`config.mk`:
```
export PLATFORM = sky130hd
export DESIGN_NAME = mux32x1_reg
export DESIGN_NICKNAME = d
export VERILOG_FILES = /design/src/rtl/mux32x1_reg.sv
export SDC_FILE = /design/constraint.sdc
export NUM_CORES = 1
export LEC_CHECK = 0
export CORE_MARGIN = 5
export CORE_UTILIZATION = 24
export CTS_CLUSTER_DIAMETER = 120
export DETAILED_ROUTE_END_ITERATION = 8
export GPL_TIMING_DRIVEN = 0
export PLACE_DENSITY_LB_ADDON = 0.05
export RECOVER_POWER = 50
export SETUP_SLACK_MARGIN = 0.2
export SLEW_MARGIN = 20
export SYNTH_ARGS = -nofsm -noshare
export SYNTH_HDL_FRONTEND = slang
export SYNTH_SLANG_ARGS = --single-unit
```
`constraint.sdc`:
```
create_clock -name clk -period 0.8 [get_ports clk]
set_input_delay 0.24 -clock clk [delete_from_list [all_inputs] [get_ports clk]]
set_output_delay 0.24 -clock clk [all_outputs]
set_load 0.02 [all_outputs]
```
`src/rtl/mux32x1_reg.sv`:
```
// -----------------------------------------------------------------------------
// mux32x1_reg
//   Registered 32-to-1 single-bit multiplexer. On each rising clock edge where
//   in_valid is high, the bit in[sel] is captured into out and out_valid is
//   set. When in_valid is low, out keeps its last captured value and out_valid
//   clears. Both outputs come straight from flops, so there is no
//   combinational path from any input to any output.
//
// Ports
//   clk        in   1      rising-edge clock
//   rst_n      in   1      asynchronous active-low reset (out, out_valid -> 0)
//   in         in   N_IN   data bits; bit k is selected when sel == k
//   sel        in   SEL_W  index of the bit to forward (0..N_IN-1)
//   in_valid   in   1      qualifies in/sel for the current cycle
//   out        out  1      registered selected bit
//   out_valid  out  1      registered copy of in_valid; qualifies out
// -----------------------------------------------------------------------------
module mux32x1_reg #(
  parameter int N_IN  = 32,
  parameter int SEL_W = $clog2(N_IN)
) (
  input  logic             clk,
  input  logic             rst_n,
  input  logic [N_IN-1:0]  in,
  input  logic [SEL_W-1:0] sel,
  input  logic             in_valid,
  output logic             out,
  output logic             out_valid
);

  logic r_out;
  logic r_out_valid;
  logic w_sel_bit;

  // With N_IN a power of two every sel code maps to a real bit, so no range
  // check or clamping is needed. An X/Z sel makes the indexed read return X
  // in a 4-state simulator, which is then captured into out rather than
  // silently resolving to a legal bit; synthesis treats it as don't-care.
  assign w_sel_bit = in[sel];

  // NOTE: both flops sit on the asynchronous reset so rst_n=0 clears the
  // outputs immediately, without waiting for a clock edge; an in-flight
  // capture is simply lost.
  always_ff @(posedge clk or negedge rst_n) begin
    if (!rst_n) begin
      r_out       <= 1'b0;
      r_out_valid <= 1'b0;
    end else begin
      // NOTE: non-blocking assignments keep every flop updating from the
      // pre-edge values, independent of statement order.
      r_out_valid <= in_valid;
      if (in_valid) begin
        r_out <= w_sel_bit;
      end
    end
  end

  assign out       = r_out;
  assign out_valid = r_out_valid;

endmodule

```
Figure 1. The metal 2 layer (run 1).
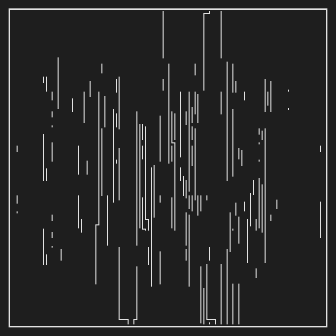
share of all routed wire: 47%
main direction: vertical
nets with wire on the layer: 110
wire length on this layer: 646 um
longest straight run: 21.1 um

Figure 2. M1 wires (run 1).
Scale bar: 10 um.
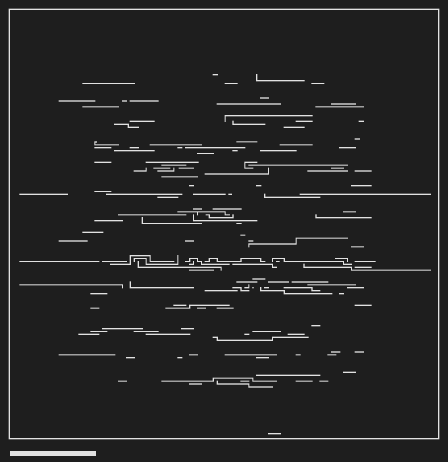
main direction: horizontal
nets with wire on the layer: 104
longest straight run: 15.2 um
fraction of met1 tracks used by global routing: 0.1243
Via Count: 516
sum of routed wire length over all layers: 1384 um

==> run notes, run 1 <==
Flow results are below.

- The proportion of register bits with asynchronous set or reset after synthesis is 1.000, for reference.
- The final report lists the setup-violating endpoint count as 3.
- The fraction of area in registers is 0.05806, for reference.
- TritonRoute reported its final design rule violation total as 0.
- The ratio of final minimum period to clock period is 1.288, for reference.
- Measured on the final layout, the clock distribution area share stands at 0.02612.
- The final reports fail on setup timing.
- In this run the post-CTS setup repair buffer count came out at 2.
- Per the OpenROAD power report, leakage power amounts to 0.4349 nW.
- The share of the Yosys chip area taken by registers is 0.1311.
- The switching portion of total power comes to 0.2755.
- The arrival time at the worst endpoint is 1.17 ns, for reference.
- The compound-gate portion of the synthesized area is 0.1803, for reference.
- Ranked by power, first place goes to combinational logic.
- Global routing finished with a remaining overflow of 0.
- The startpoint of the worst register-to-register path is out, for reference.
- Per the cell usage report, the commonest logic cell in the layout is sky130_fd_sc_hd__dlygate4sd2_1.
- Of the total power, the clock network draws 0.309.
- The adder-cell share of the synthesized area is 0, for reference.
- The post-synthesis share of cell area spent on and, or, nand and nor gates is 0.1869, for reference.
- The worst-case register-to-register setup slack is 0.09 ns, for reference.
- The most frequent cell after synthesis is sky130_fd_sc_hd__mux2i_1, for reference.
- The reported combinational group power is 372 uW, for reference.
- Of the total power, combinational logic draws 0.524.
- After synthesis, the cell types taking the most area are sky130_fd_sc_hd__mux2i_1 42%, sky130_fd_sc_hd__dfrtp_1 13%, sky130_fd_sc_hd__a22oi_1 5.9%.
- The initial DRC count is 3, for reference.
- The number of multi-input combinational cells in the layout is 40.
- Counting flops and latches in the post-synthesis netlist gives 2.
- The share of the final layout cell area in multi-input gates is 0.3904, for reference.
- The first global-routing pass estimated 2097 um of wire.
- In this run, post-CTS repair resized a total of 63 instances.
- The CTS clock-pin slew for the worst setup and hold paths is 0.03 ns, for reference.
- The number of filler cells placed in the layout is 170, for reference.
- The global placer's final weighted congestion is 0.7026, for reference.
- Per the detailed placement report, the placed cell area equals 810.8 um^2.
- The repair_antennas step left the layout with diodes totalling 0.
- The antenna violation net count after detailed routing is 0, for reference.
- The library cells used most frequently in the layout, excluding fill and tap cells, are 20 x sky130_fd_sc_hd__dlygate4sd2_1, 16 x sky130_fd_sc_hd__mux2i_1, 7 x sky130_fd_sc_hd__clkdlybuf4s15_1.
- The cell-mix breakdown from Yosys lists the XOR/XNOR area share as 0.
- The die boundary width is 49.88 um, for reference.
- Among the non-sequential cells, multiplexers take the most area.
- Counting along the longest clock path gives a buffer depth of 2.
- Based on the critical path, the design can be clocked at up to 970.3 MHz.
- According to the timing report, the data required time at the worst endpoint equals 0.94 ns.
- Summed over all sequential cells, the power is 119 uW.
- The commonest register cell is sky130_fd_sc_hd__dfrtp_1.
- The count of pins over their slew limit is 0, for reference.
- The floorplan step defined a die boundary enclosing 0.002488 mm^2.
- Measured on the final layout, buffering overhead outside the clock network stands at 0.5022.
- The power of the clock network is 220 uW, for reference.
- The final design area excluding fillers is 862.1 um^2, for reference.
- The total number of warnings across the stage logs is 29, for reference.
- The number of cells on the worst reg-to-reg path is 2, for reference.
- STA classifies the critical path startpoint as an input pin.
- The number of antenna violations at the first check in global routing is 0, for reference.
- The number of cells in the design after placement is 100, for reference.
- The CTS buffer count is 3, for reference.
- The capturing element type of the critical path is a flip-flop, for reference.
- The biggest area consumer among synthesized cells is sky130_fd_sc_hd__mux2i_1, for reference.
- The worst-skew pair later-pin latency is 0.22 ns, for reference.
- In this run the count of I/O pins placed on the die edge is 42.
- Internal power comes to 514.8 uW.
- The final sequential cell count is 2, for reference.
- The area of combinational cells with multiple inputs is 336.6 um^2, for reference.
- The area of all sequential standard cells is 50.05 um^2, for reference.
- The worst stage delay on the critical path is 0.22 ns, for reference.
- The net switching power in the latest report is 195.8 uW.
- According to the finish report, the design has a final net count of 132.
- The row count is 14, for reference.
- The number of max-capacitance violations reported is 0, for reference.
- The clock tree from TritonCTS is yes, for reference.
- Per the final layout report, the fraction of cells sized above drive strength 1 comes to 0.2111.
- The number of synthesis warnings is 0, for reference.
- The peak supply drop is 0.0003545 V, for reference.
- The run finished, with violations left.
- After clock tree synthesis, the flow added hold-fix buffers numbering 0.
- Setup repair after global routing could not meet its margin everywhere.
- The class occupying the most area after layout is reported as buffers.
- The HPWL after detailed placement is 1135 um, for reference.
- STA reports the tightest min-delay check as being of type in -> async.
- The yosys cell count is 44, for reference.
- In this run the tool buffered the top-level ports with 40 buffer cells.
- The area growth from synthesis to layout is 125.9%.
- The starting density of the core is 0.2533, for reference.
- The average cell area after synthesis is 8.673 um^2, for reference.
- The floorplan report lists the tap cell count as 16.
- In the setup report, the worst path falls into the class in -> reg.
- According to the timing report, the critical path is captured at out.
- Entering global routing, the biggest net connects 11 pins.
- After detailed routing, the met3 layer carries 198 um of wire.
- Yosys reports that the most numerous cell types are 16 x sky130_fd_sc_hd__mux2i_1, 4 x sky130_fd_sc_hd__nand2_1, 3 x sky130_fd_sc_hd__a21oi_1, 3 x sky130_fd_sc_hd__a22oi_1.
- The critical path in the final layout is reported with a setup slack of -0.2306 ns.
- The number of hold violations in the final report is 0, for reference.
- The number of buffers other than clock buffers in the final layout is 45, for reference.
- The instance tally after logic synthesis is 44, for reference.
- Counting every sink on the clock net gives 2.
- Walking the critical path from launch to capture passes 6 cell instances.
- The total area inside the core boundary comes to 0.001506 mm^2.
Figure 3. Routing congestion (run 1).
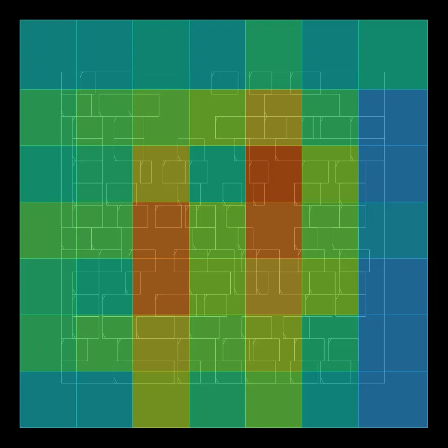
fraction of met3 tracks used by global routing: 0.05120
combined global-route utilization of all metal layers: 0.1074
routed len/inst: 13.06 um
post-layout util: 0.5723

## run 1: worst min-delay path by stage
stage	from	end	slack (ns)	depth (start not counted)
2_1_floorplan	rst_n	out	-0.06	0
3_3_place_gp	rst_n	out	0.41	1
3_5_place_dp	rst_n	out_valid	0.41	1
4_1_cts	rst_n	out_valid	0.17	1
5_1_grt	rst_n	out_valid	0.18	1
6_report	rst_n	out_valid	0.18	1
## run 1: through the flow
stage                     setup TNS (ns)  hold slack (ns)  power [mW]  setup slack [ns]
final                            -0.5579           0.1805      0.7106           -0.2306
after global routing             -0.6675           0.1811      0.7644           -0.2963
after CTS                        -0.5834           0.1714      0.7185           -0.2361
after detailed placement          -1.671           0.4113      0.5057           -0.9419
after global placement            -1.669           0.4115      0.5020           -0.9487
after floorplan                  -0.3122         -0.05559      0.2703           -0.3122
==> inputs of run 2 (changes only) <==
--- a/config.mk
+++ b/config.mk
@@ -11,9 +11,10 @@
 export DETAILED_ROUTE_END_ITERATION = 8
 export GPL_TIMING_DRIVEN = 0
 export PLACE_DENSITY_LB_ADDON = 0.05
-export RECOVER_POWER = 50
+export RECOVER_POWER = 100
 export SETUP_SLACK_MARGIN = 0.2
 export SLEW_MARGIN = 20
 export SYNTH_ARGS = -nofsm -noshare
 export SYNTH_HDL_FRONTEND = slang
 export SYNTH_SLANG_ARGS = --single-unit
+export TNS_END_PERCENT = 5
Figure 4. Signal metal coverage by tile (run 2).
Scale bar: 10 um. The die is cut into 10 by 10 equal tiles; black is low, pale yellow is high, scaled to the fullest tile. Values are wire area over tile area, all layers added.
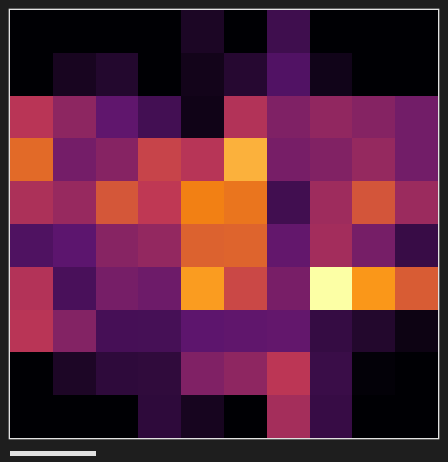
mean over tiles: 0.095
nearly empty tiles: 21%
tiles over half the peak: 15%
fullest tile: 0.35
densest ninth of the die: centre
sum of routed wire length over all layers: 1387 um
routed len/inst: 13.08 um

==> run 2 against run 1 <==
The flow still finishes with violations (setup timing); first-iteration DRC count unchanged; non-clock buffer count unchanged; cell area down 1.5%; synthesized cell count unchanged; worst setup slack unchanged; clock power about the same.
==> run notes, run 2 <==
Flow results are below.

- The timing-limited maximum frequency is 970.3 MHz (unchanged), for reference.
- The fraction of area in registers came to 0.05891 (+0.0008550).
- The total number of clock tree sinks came to 2 (unchanged).
- The path type of the worst min-delay path is in -> async, for reference.
- The worst-case register-to-register setup slack is 0.11 ns (+0.02 ns), for reference.
- Among all cell types in the netlist, the one instantiated most often is sky130_fd_sc_hd__mux2i_1.
- The post-synthesis register bit count was 2 (unchanged).
- The nature of the critical path startpoint is an input pin, for reference.
- The arrival time at the worst endpoint is 1.17 ns (about the same), for reference.
- TritonCTS built the clock tree.
- The commonest cells after synthesis are 16 x sky130_fd_sc_hd__mux2i_1, 4 x sky130_fd_sc_hd__nand2_1, 3 x sky130_fd_sc_hd__a21oi_1, 3 x sky130_fd_sc_hd__a22oi_1.
- The total power is 694.8 uW (-2.2%), for reference.
- The fraction of power spent switching nets came to 0.2777 (+0.002235).
- The top logic cell by instance count in the layout is sky130_fd_sc_hd__dlygate4sd2_1, for reference.
- The area of combinational cells with multiple inputs is 336.6 um^2 (unchanged), for reference.
- The first-pass GRT wire length is 2097 um (unchanged), for reference.
- The path type of the worst setup path is in -> reg, for reference.
- The number of cells in the design after placement is 100 (unchanged).
- The share of layout cells above drive strength 1 is 0.2111 (unchanged), for reference.
- The sequential power is 116 uW (about the same), for reference.
- The antenna violation net count after detailed routing is 0 (unchanged), for reference.
- The HPWL after detailed placement is 1135 um (unchanged), for reference.
- sky130_fd_sc_hd__mux2i_1 takes more of the synthesized area than any other cell.
- The chip footprint is 0.002488 mm^2 (unchanged), for reference.
- Excluding fillers, the count of instances in the completed layout stands at 106.
- Setup repair after global routing could not meet its margin everywhere.
- The pre-CTS worst setup slack is -0.9419 ns (unchanged), for reference.
- By area the synthesized netlist is led by sky130_fd_sc_hd__mux2i_1 42%, sky130_fd_sc_hd__dfrtp_1 13%, sky130_fd_sc_hd__a22oi_1 5.9%.
- The number of buffers other than clock buffers in the final layout came to 45 (unchanged).
- The startpoint of the worst register-to-register path is out, for reference.
- The ratio of final minimum period to clock period is 1.288 (unchanged), for reference.
- The area share of buffers outside the clock network is 0.4948 (-0.007332), for reference.
- The post-detailed-route DRC marker count was 0 (unchanged).
- The aggregate global routing overflow came to 0 (unchanged).
- The share of power burned in combinational logic is 0.517 (-0.007), for reference.
- The peak supply drop is 0.0003151 V (-11%), for reference.
- The CTS buffer count is 3 (unchanged), for reference.
- The part of the power in the clock network was 0.316 (+0.007).
- Compared with the post-synthesis result, the final layout area differs by 122.6%.
- The number of failing setup endpoints in the final timing report is 3 (unchanged).
- The final total negative setup slack is -0.5647 ns (-0.006821 ns), for reference.
- By instance count after routing, the leading logic cell types are 20 x sky130_fd_sc_hd__dlygate4sd2_1, 16 x sky130_fd_sc_hd__mux2i_1, 7 x sky130_fd_sc_hd__clkdlybuf4s15_1.
- The global-route usage over all layers is 0.1074 (unchanged).
- The clock tree buffer count of the final layout is 3, for reference.
- The critical path required time is 0.94 ns (about the same), for reference.
- The count of pins over their slew limit is 0 (unchanged).
- The cell internal power dissipation is 501.8 uW (-2.5%), for reference.
- The yosys cell count is 44 (unchanged), for reference.
- The minimum setup slack in the final design came to -0.2306 ns (unchanged).
- The I/O pin count is 42 (unchanged), for reference.
- The number of synthesis warnings came to 0 (unchanged).
- The number of cells on the worst reg-to-reg path is 2 (unchanged), for reference.
- The number of hold violations in the final report is 0 (unchanged), for reference.
- The global placer's final weighted congestion is 0.7026 (unchanged), for reference.
- The tightest hold margin is 0.2489 ns (+0.06840 ns), for reference.
- The number of filler cells placed in the layout is 174 (+2.4%), for reference.
- The largest part of the power goes to combinational logic.
- The run finished, with violations left.
- The row count is 14 (unchanged), for reference.
- Synthesis instantiated 18 different standard cells from the library.
- The checks that failed: setup timing.
- The worst-skew pair later-pin latency came to 0.22 ns (about the same).
- The via count of the first global-routing pass is 516.
- According to the timing report, the critical path is captured at out.
- The net count after synthesis is 84, for reference.
- The placeable core region is 0.001506 mm^2 (unchanged), for reference.
- The reported combinational group power is 359 uW (-3%), for reference.
- The floorplan die height is 49.88 um, for reference.
- The net load switching power is 193.0 uW (-1.4%), for reference.
- The CTS clock-pin slew for the worst setup and hold paths is 0.03 ns (about the same), for reference.
- The number of max-capacitance violations reported is 0 (unchanged), for reference.
- The leakage power is 0.4307 nW (-0.97%), for reference.
- The total number of warnings across the stage logs was 29 (unchanged).
- The average cell area after synthesis is 8.673 um^2 (unchanged), for reference.
- The path length in cells of the critical path was 6 (unchanged).
- The area of all sequential standard cells is 50.05 um^2 (unchanged).
- The number of antenna violations at the first check in global routing is 0 (unchanged), for reference.
- The capturing element type of the critical path is a flip-flop, for reference.
- The placed cell area is 810.8 um^2 (unchanged), for reference.
- The final sequential cell count is 2 (unchanged), for reference.
- The number of inserted diodes is 0 (unchanged), for reference.
- The starting density of the core is 0.2533 (unchanged).
- The portion of the layout cell area used by clock cells was 0.02651 (+0.0003848).
- The initial DRC count is 3 (unchanged), for reference.
- The die boundary width is 49.88 um (unchanged).
- By area, buffers come first.
- The final design area excluding fillers is 849.6 um^2 (-1.5%).
- The instance tally after logic synthesis is 44 (unchanged), for reference.
- The total number of vias is 516 (unchanged), for reference.
- The power of the clock network is 220 uW (about the same), for reference.
- The number of combinational gates with multiple inputs is 40 (unchanged), for reference.
- After synthesis the cells add up to 381.6 um^2.
- The count of inserted tapcells is 16 (unchanged), for reference.
- The largest net degree at the start of global routing is 11 (unchanged), for reference.
- The worst stage delay on the critical path was 0.22 ns (about the same).
- The routed wire length on met3 is 201 um (+1.5%), for reference.
- The maximum buffer depth of the clock tree came to 2 (unchanged).
- Per the synth stats, the flop cell with the highest instance count is sky130_fd_sc_hd__dfrtp_1.
- The sequential-to-total area share from yosys stat was 0.1311 (unchanged).
- The proportion of register bits with asynchronous set or reset after synthesis is 1.000 (unchanged), for reference.
- The share of the final layout cell area in multi-input gates is 0.3962 (+0.005750).
- The total of buffers placed on input and output ports is 40 (unchanged), for reference.
- The count of nets after finishing is 132 (unchanged).
Figure 5. Routing congestion (run 2).
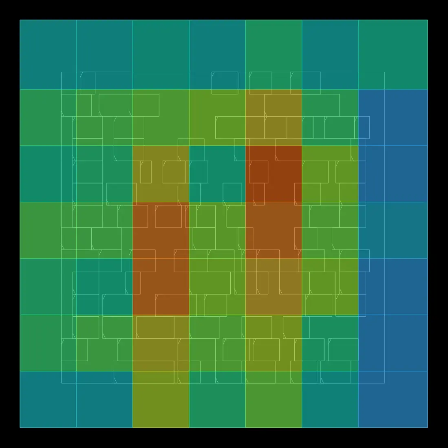
GR Util met2: 0.1631
most crowded layer after global routing: met2
post-layout util: 0.5640

[run 2: cell count changes in the layout (fill, tap and decap cells not counted), sizes merged]
| cell | previous run | this run |
|---|---|---|
| dlygate4sd3 | 0 | 1 |
| clkdlybuf4s50 | 5 | 4 |
[run 2: cell families after synthesis]
| kind of cell | after synthesis | share of synthesized area |
|---|---|---|
| compound gates | 10 | 0.1803 |
| buf+inv | 2 | 0.08197 |
| flops | 2 | 0.1312 |
| mux | 16 | 0.4197 |
| simple gates | 14 | 0.1869 |
[run 2: repair_timing]
action / CTS / global route
buffers inserted: 2 / 1
resized: 59 / 7
pin swaps: 14 / 8
hold buffers: 0 / 0
setup endpoints to repair: 3 / 4
[run 2: routing by layer]
layer	up-vias	global-route usage
met1	223	0.1243
li1	263	-
met3	0	0.05120
met2	30	0.1631
met5	-	0
met4	0	0.05240
Power figures rest on the tool's default switching activity, not on a simulated workload.
